File: config.mk
export PLATFORM = sky130hd
export DESIGN_NAME = dsp_issue_ctrl
export DESIGN_NICKNAME = d
export VERILOG_FILES = /design/src/rtl/dsp_pkg.sv /design/src/rtl/dsp_res_slot.sv /design/src/rtl/dsp_issue_ctrl.sv
export SDC_FILE = /design/constraint.sdc
export NUM_CORES = 1
export LEC_CHECK = 0
export CAP_MARGIN = 25
export CORE_MARGIN = 3
export CORE_UTILIZATION = 44
export DETAILED_ROUTE_END_ITERATION = 10
export PLACE_DENSITY = 0.93
export SYNTH_ARGS = -nofsm -noshare
export SYNTH_HDL_FRONTEND = slang
export SYNTH_SLANG_ARGS = --single-unit
File: constraint.sdc
create_clock -name clk -period 6.38 [get_ports clk]
set_input_delay 0.957 -clock clk [delete_from_list [all_inputs] [get_ports clk]]
set_output_delay 0.957 -clock clk [all_outputs]
set_load 0.02 [all_outputs]
File: src/rtl/dsp_pkg.sv
// Shared definitions for the DSP issue controller: mode encodings, the
// controller state type and the per-mode DSP latency constants.
package dsp_pkg;

  // Precision modes understood by the DSP multiplier.
  localparam logic [1:0] MODE_SHORT   = 2'b00;
  localparam logic [1:0] MODE_MIXED   = 2'b01;
  localparam logic [1:0] MODE_FULL    = 2'b10;
  localparam logic [1:0] MODE_ILLEGAL = 2'b11;

  // Cycles the DSP needs after the start cycle before compare_res fires.
  localparam int LAT_SHORT = 0;
  localparam int LAT_MIXED = 1;
  localparam int LAT_FULL  = 3;

  // Controller states.
  typedef enum logic [1:0] {
    ST_IDLE,
    ST_ISSUE,
    ST_WAIT,
    ST_DONE
  } state_e;

  // True for every mode the DSP can execute.
  function automatic logic mode_is_legal(input logic [1:0] mode);
    return mode != MODE_ILLEGAL;
  endfunction

endpackage

File: src/rtl/dsp_res_slot.sv
// Result holding register: captures one result (data + error flag) and
// presents it on a valid/ready channel until the consumer takes it.
module dsp_res_slot #(
  parameter int W = 18
) (
  input  logic         clk,
  input  logic         rst,
  input  logic         load,
  input  logic [W-1:0] load_data,
  input  logic         load_err,
  input  logic         res_ready,
  output logic         res_valid,
  output logic [W-1:0] res_data,
  output logic         res_err
);

  // Load a new result, hold it while the consumer stalls, drop valid on handshake.
  // NOTE: every register here is written with <= so all flops update together
  // at the edge; blocking assignments would make the result depend on
  // statement order.
  always_ff @(posedge clk or posedge rst) begin
    if (rst) begin
      res_valid <= 1'b0;
      res_data  <= '0;
      res_err   <= 1'b0;
    end else if (load) begin
      res_valid <= 1'b1;
      res_data  <= load_data;
      res_err   <= load_err;
    end else if (res_valid && res_ready) begin
      // Data and error keep their last values after the handshake.
      res_valid <= 1'b0;
    end
  end

endmodule

File: src/rtl/dsp_issue_ctrl.sv
// Operand issue and result capture stage in front of the precision-scalable
// DSP multiplier. One operation in flight: accept, pulse start, wait for
// compare_res (or time out), then hand the result back over valid/ready.
module dsp_issue_ctrl
  import dsp_pkg::*;
#(
  parameter int N       = 9,
  parameter int M       = 9,
  parameter int TIMEOUT = 7
) (
  input  logic             clk,
  input  logic             rst,
  // request channel
  input  logic             in_valid,
  output logic             in_ready,
  input  logic [1:0]       in_mode,
  input  logic [N-1:0]     in_a,
  input  logic [M-1:0]     in_b,
  input  logic [N+M-1:0]   in_c,
  input  logic             in_mac,
  input  logic [1:0]       in_shift,
  // DSP side
  output logic             dsp_start,
  output logic [1:0]       dsp_mode,
  output logic [N-1:0]     dsp_aa,
  output logic [M-1:0]     dsp_bb,
  output logic [N+M-1:0]   dsp_cc,
  output logic             dsp_mac,
  output logic [1:0]       dsp_barrel_shifter,
  input  logic [N+M-1:0]   dsp_out,
  input  logic             dsp_compare_res,
  // result channel
  output logic             res_valid,
  input  logic             res_ready,
  output logic [N+M-1:0]   res_data,
  output logic             res_err,
  output logic             busy
);

  localparam int CW = $clog2(TIMEOUT + 1);

  state_e          state;
  logic [CW-1:0]   wait_cnt;
  logic            timeout_hit;
  logic            cap_load;
  logic            cap_err;
  logic [N+M-1:0]  cap_data;

  assign timeout_hit = (wait_cnt == CW'(TIMEOUT - 1));

  // Decide when the result slot is loaded and with what.
  // NOTE: every signal assigned here gets a default first, so no path leaves
  // a value unassigned and no latch is inferred.
  always_comb begin
    cap_load = 1'b0;
    cap_err  = 1'b0;
    case (state)
      ST_ISSUE: begin
        if (!mode_is_legal(dsp_mode)) begin
          // Illegal requests never start the DSP; they return an error.
          cap_load = 1'b1;
          cap_err  = 1'b1;
        end else if (dsp_compare_res) begin
          cap_load = 1'b1;
        end
      end
      ST_WAIT: begin
        if (dsp_compare_res) begin
          cap_load = 1'b1;
        end else if (timeout_hit) begin
          cap_load = 1'b1;
          cap_err  = 1'b1;
        end
      end
      default: begin
        // compare_res outside ISSUE/WAIT belongs to no operation here.
      end
    endcase
    cap_data = cap_err ? '0 : dsp_out;
  end

  // Control FSM with registered handshake, start and operand outputs.
  // NOTE: the async reset clears operand registers too, so the DSP inputs
  // come out of reset at a known zero rather than whatever powered up.
  always_ff @(posedge clk or posedge rst) begin
    if (rst) begin
      state              <= ST_IDLE;
      in_ready           <= 1'b1;
      busy               <= 1'b0;
      dsp_start          <= 1'b0;
      dsp_mode           <= '0;
      dsp_aa             <= '0;
      dsp_bb             <= '0;
      dsp_cc             <= '0;
      dsp_mac            <= 1'b0;
      dsp_barrel_shifter <= '0;
      wait_cnt           <= '0;
    end else begin
      dsp_start <= 1'b0;
      case (state)
        ST_IDLE: begin
          if (in_valid) begin
            dsp_mode           <= in_mode;
            dsp_aa             <= in_a;
            dsp_bb             <= in_b;
            dsp_cc             <= in_c;
            dsp_mac            <= in_mac;
            dsp_barrel_shifter <= in_shift;
            // Every request spends one issue cycle, so an illegal request
            // answers with the same two-cycle latency as a short one, just
            // without the start pulse.
            dsp_start          <= mode_is_legal(in_mode);
            in_ready           <= 1'b0;
            busy               <= 1'b1;
            state              <= ST_ISSUE;
          end
        end
        ST_ISSUE: begin
          wait_cnt <= '0;
          state    <= cap_load ? ST_DONE : ST_WAIT;
        end
        ST_WAIT: begin
          if (cap_load) begin
            state <= ST_DONE;
          end else begin
            wait_cnt <= wait_cnt + 1'b1;
          end
        end
        ST_DONE: begin
          // The result slot drops res_valid on this same edge.
          if (res_ready) begin
            in_ready <= 1'b1;
            busy     <= 1'b0;
            state    <= ST_IDLE;
          end
        end
        default: begin
          state <= ST_IDLE;
        end
      endcase
    end
  end

  dsp_res_slot #(
    .W (N + M)
  ) u_res_slot (
    .clk       (clk),
    .rst       (rst),
    .load      (cap_load),
    .load_data (cap_data),
    .load_err  (cap_err),
    .res_ready (res_ready),
    .res_valid (res_valid),
    .res_data  (res_data),
    .res_err   (res_err)
  );

endmodule

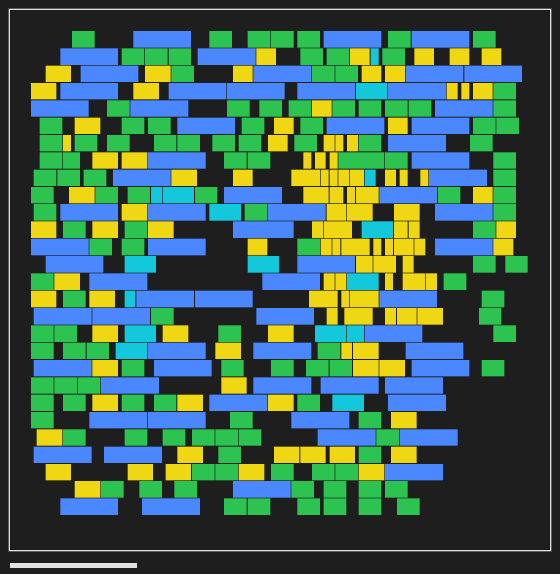
Run 1: placement by cell class
Scale bar: 20 µm.
- remaining logic cells: yellow (cells 111; share of their area 23%)
- remaining buffers and delay cells: green (cells 129; share of their area 31%)
- clock drivers and dummy loads: cyan (cells 16; share of their area 4.3%)
- sequential cells: blue (cells 69; share of their area 41%)
register share of the cell area: 40.5%
fin area: 4260 µm²
core area: 5960 µm²
final core utilization: 71.6%
row count: 28

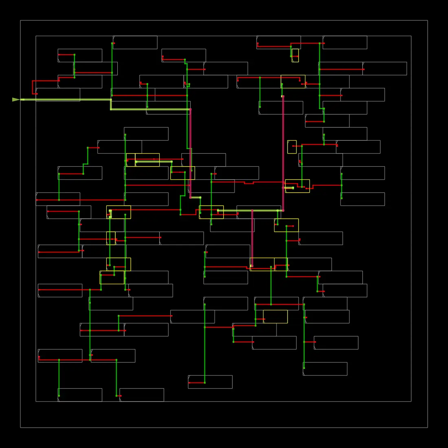
Run 1: clock routing
clk_buf instances: 12
CTS Buf Count: 9
CTS sink cnt: 69

==> out/results.txt, run 1 <==
Status -> complete, no violations
Antenna violations before repair -> 0
Crit-path cells -> clkdlybuf4s50_1
DR vias -> 2016
Post-CTS sizing -> 0
M3 GR Usage -> 5.63%
Max Clk Rate -> 0.411 GHz
Leakage -> 1.85 nW
WL per Instance -> 16.8 µm
Proportion of layout cells with a drive suffix above 1 -> 15.7%
Register-to-Register Setup Slack -> 4410 ps
Clk latency late pin -> 320 ps
I/O pins -> 128
Syn_nets -> 258
Max-cap violations -> 0
Area Growth Syn to Fin -> 55.8%
Largest delay share family, worst path -> buffers and inverters
Gr usage total -> 19.6%
Post-CTS setup buffer count -> 0
Seq/Total Area, Yosys -> 63.2%
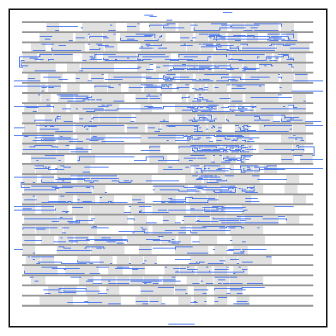
Run 1: met1 routing
Supply wires on this layer in grey. Cells faint in the background.
- main direction: horizontal
- longest straight run: 23.5 µm
drt total wl: 6710 µm
met1 Use GR: 23.7%

[run 1: cells in the mapped netlist]
cell      count  area (µm²)
dfrtp_1      68        1700
mux2_2       26         293
a22o_1       18         158
mux2_1       16         180
a21oi_1       7        35.0
buf_2         7        35.0
inv_1         7        26.3
nand2_1       7        26.3
ha_1          6        75.1
nand3_1       4        20.0
o21ai_0       4        20.0
a21oi_2       2        17.5
nor2_1        2        7.51
and3_4        1        11.3
buf_6         1        11.3
dfstp_2       1        26.3
mux2i_1       1        10.0
nand2b_1      1        6.26
nand3_2       1        10.0
nor2b_1       1        6.26
nor3_1        1        5.00
nor3_2        1        10.0
o2111a_1      1        11.3
o21ai_1       1        5.00
o22a_1        1        8.76
o41a_1        1        11.3
or2b_1        1        7.51
[run 1: worst max path at each step]
stage	slack [ps]	from	cells past startpoint	to
3_3_place_gp	3660	in_valid	3	dsp_cc[17]
5_1_grt	3890	in_ready	1	in_ready
3_5_place_dp	3610	in_valid	3	dsp_cc[10]
6_report	3950	in_ready	1	in_ready
2_1_floorplan	3680	rst	1	busy
4_1_cts	3920	in_ready	1	in_ready
[run 1: final cells by class]
class,instances,area [µm²]
inverters,7,26.3
clock inverters,4,22.5
well taps,75,93.8
clock buffers,12,155
repair buffers,129,1300
multi-input cells,104,937
flip-flops and latches,69,1730
fillers,410,1690
[run 1: through the flow]
step	util, %	instances	area [µm²]	hold slack [ps]	setup WS (ps)
5_1_grt	71.6	400	4260	518	3890
3_3_place_gp	68.2	383	4060	474	3660
3_5_place_dp	68.2	383	4060	482	3610
4_1_cts	71.2	399	4240	502	3920
6_report	71.6	400	4260	494	3950
2_1_floorplan	-	188	2740	486	3680
[run 1: layer usage]
layer	routed length (µm)	vias to the layer above
met5	0	-
met1	2670	1005
met2	3610	69
li1	-	935
met4	53	0
met3	381	7
[run 1: power breakdown]
part           switching (mW)  internal, mW  leakage (nW)
clock                   0.154         0.161        0.0921
combinational           0.554         0.590         0.923
sequential              0.123         0.653         0.836
total                   0.831          1.40          1.85
[run 1: cells by family (layout without fill, tap and decap cells)]
logic type	count (synthesis)	count (layout)	share of synthesized area, %
DFF	69	69	63.2
muxes	43	43	17.7
AOI/OAI and AO/OA	35	35	9.74
and+or+nand+nor	20	20	4.03
buffers and inverters	15	152	2.65
adders and majority gates	6	6	2.74
[run 1: registers in the layout, summed over array words and instances, names as in the netlist, 2 cells and up]
| register | count |
|---|---|
| dsp_cc | 18 |
| u_res_slot.res_data | 18 |
| dsp_aa | 9 |
| dsp_bb | 9 |
| wait_cnt | 3 |
| dsp_barrel_shifter | 2 |
| dsp_mode | 2 |
| state | 2 |
Run 1, drive-strength map:
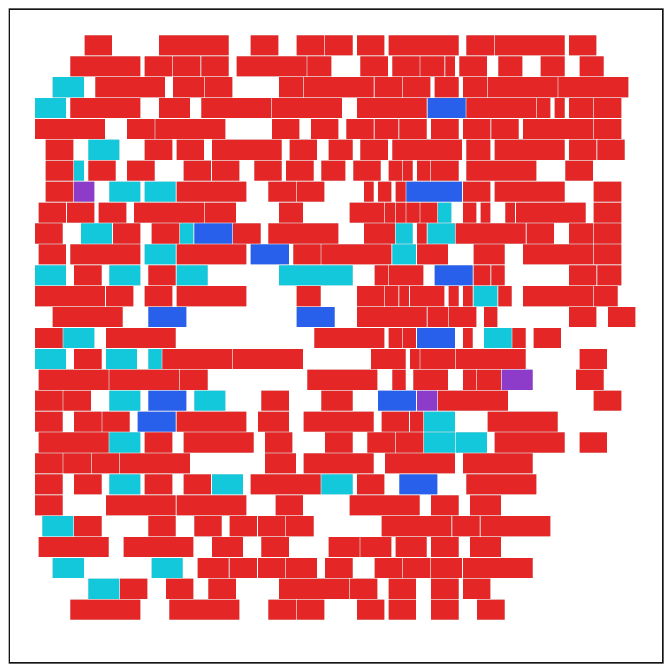

==> inputs of run 2 (changes only) <==
- CORE_UTILIZATION: 44 -> 37
- PLACE_DENSITY: 0.93 -> 0.84
- clock period: 6.38 -> 2.2 ns (I/O delays scaled with it)
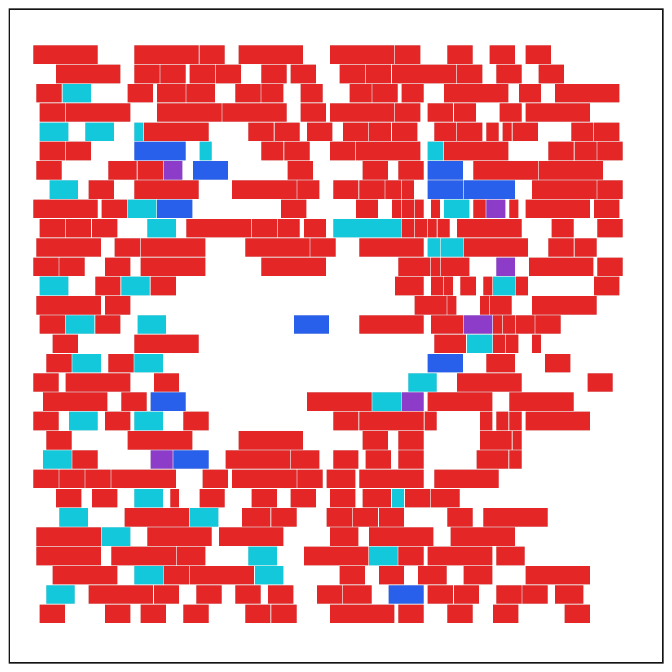
Run 2: drive-strength map
- x6 and larger: blue (cells 11; share 3.4%; most used clkbuf_8)
- x2: cyan (cells 36; share 11%; most used mux2_2)
- x1 and smaller: red (cells 274; share 84%; most used clkdlybuf4s50_1)
- x3 and x4: purple (cells 6; share 1.8%)
Setup WS post-layout: 366 ps
Area Growth Syn to Fin: 57.4%
non-clock buffer count: 131

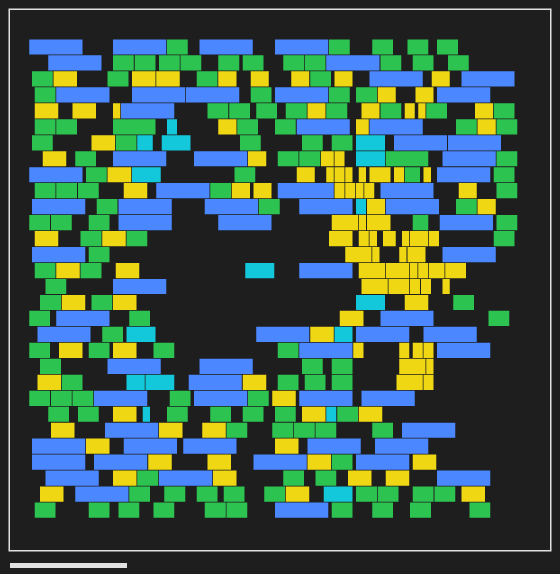
Run 2: placement by cell class
Scale bar: 20 µm.
- remaining buffers and delay cells: green (cells 131; share of their area 32%)
- remaining logic cells: yellow (cells 111; share of their area 23%)
- sequential cells: blue (cells 69; share of their area 41%)
- clock drivers and dummy loads: cyan (cells 16; share of their area 4.0%)

==> run 2 against run 1 <==
Setup slack got worse by 3600 ps; flip-flop count did not move; hold slack got worse by 97 ps; synthesized area did not move; critical endpoint unchanged; largest power group unchanged.
==> out/results.txt, run 2 <==
Dominant cell area share -> 62.2% (unchanged)
CTS sink cnt -> 69 (unchanged)
Core area -> 6980 µm² (was 5960 µm²)
Pre-CTS setup slack -> 350 ps (was 3610 ps)
Biggest regs -> dsp_cc: 18 flops, u_res_slot.res_data: 18 flops (unchanged)
Top Layout Cells -> clkdlybuf4s50_1, dfrtp_1, mux2_2 (unchanged)
CTS Buf Count -> 9 (unchanged)
Crit-path cells -> clkdlybuf4s50_1 (unchanged)
Post-CTS setup buffer count -> 0 (unchanged)
Row count -> 30 (was 28)
Leakage -> 1.86 nW (was 1.85 nW)
Post-CTS sizing -> 0 (unchanged)
Final core utilization -> 61.7% (was 71.6%)
Gr usage total -> 16.5% (was 19.6%)
Cell with the most instances after synthesis -> dfrtp_1 (unchanged)
Seq/Total Area, Yosys -> 63.2% (unchanged)
Synth top area cells -> dfrtp_1, mux2_2, mux2_1, a22o_1, ha_1 (unchanged)
Count of library flops with an enable pin -> 0 (unchanged)
I/O pins -> 128 (unchanged)
Proportion of layout cells with a drive suffix above 1 -> 16.2% (was 15.7%)
Min Tclk post-route -> 1830 ps
I/O Buffers -> 127 (unchanged)
Largest delay share family, worst path -> buffers and inverters (unchanged)
Register area -> 1730 µm² (unchanged)
Antenna violations before repair -> 0 (unchanged)
Status -> complete, no violations (unchanged)
Clk latency late pin -> 340 ps (was 320 ps)
DR vias -> 2050 (was 2016)
Yosys top cell by area -> dfrtp_1 (unchanged)
Logic area -> 937 µm² (unchanged)
Top_reg_cell synth -> dfrtp_1 (unchanged)
Syn_nets -> 258 (unchanged)
-- run 2: cell counts after synthesis --
Identical to the previous run, type by type.
-- run 2: final cells by class --
class	count	area share (%)
clock buffers	10	2.96
clock inverters	6	0.930
inverters	7	0.610
multi-input cells	104	21.8
flip-flops and latches	69	40.1
well taps	96	2.79
repair buffers	131	30.8
-- run 2: path summary, 6_finish.rpt --
check                            from                      to  slack (ps)  cells past startpoint
min in group clk           dsp_cc[17]              dsp_cc[17]         490                      1
max                          in_ready                in_ready         370                      1
min                               rst  u_res_slot.res_data[8]         400                      3
min reg2reg                dsp_cc[17]              dsp_cc[17]         490                      1
max in group asynchronous         rst                in_ready        1500                      3
max reg2reg                  state[1]                state[1]         440                      6
-- run 2: cell families (layout without fill, tap and decap cells) --
group           after synthesis  count (layout)  synth area share (%)
flops                        69              69                  63.2
mux                          43              43                  17.7
compound gates               35              35                  9.74
simple gates                 20              20                  4.03
buf+inv                      15             154                  2.65
fa+ha+maj                     6               6                  2.74
-- run 2: stage by stage --
| stage | cells | total power [mW] | area, µm² | hold slack, ps |
|---|---|---|---|---|
| after floorplan | 188 | 4.04 | 2740 | 417 |
| after detailed placement | 407 | 5.61 | 4140 | 480 |
| after global routing | 423 | 6.83 | 4310 | 415 |
| after global placement | 407 | 5.51 | 4140 | 475 |
| final | 423 | 6.45 | 4310 | 398 |
| after CTS | 423 | 6.54 | 4310 | 409 |
-- run 2: report_power, final --
part / internal, mW / total, mW / switching [mW]
Combinational: 1.73 / 3.32 / 1.59
Sequential: 1.89 / 2.24 / 0.346
Clock: 0.407 / 0.885 / 0.479
-- run 2: layer usage --
layer  global-route usage, %  wire length [µm]  up-vias
met5                       0                 0        -
met4                    6.81               112        0
met3                    5.41               465       10
met2                    28.6              3480       75
met1                    18.6              2530     1020
li1                        -                 -      945
Power and IR drop assume default switching activity.
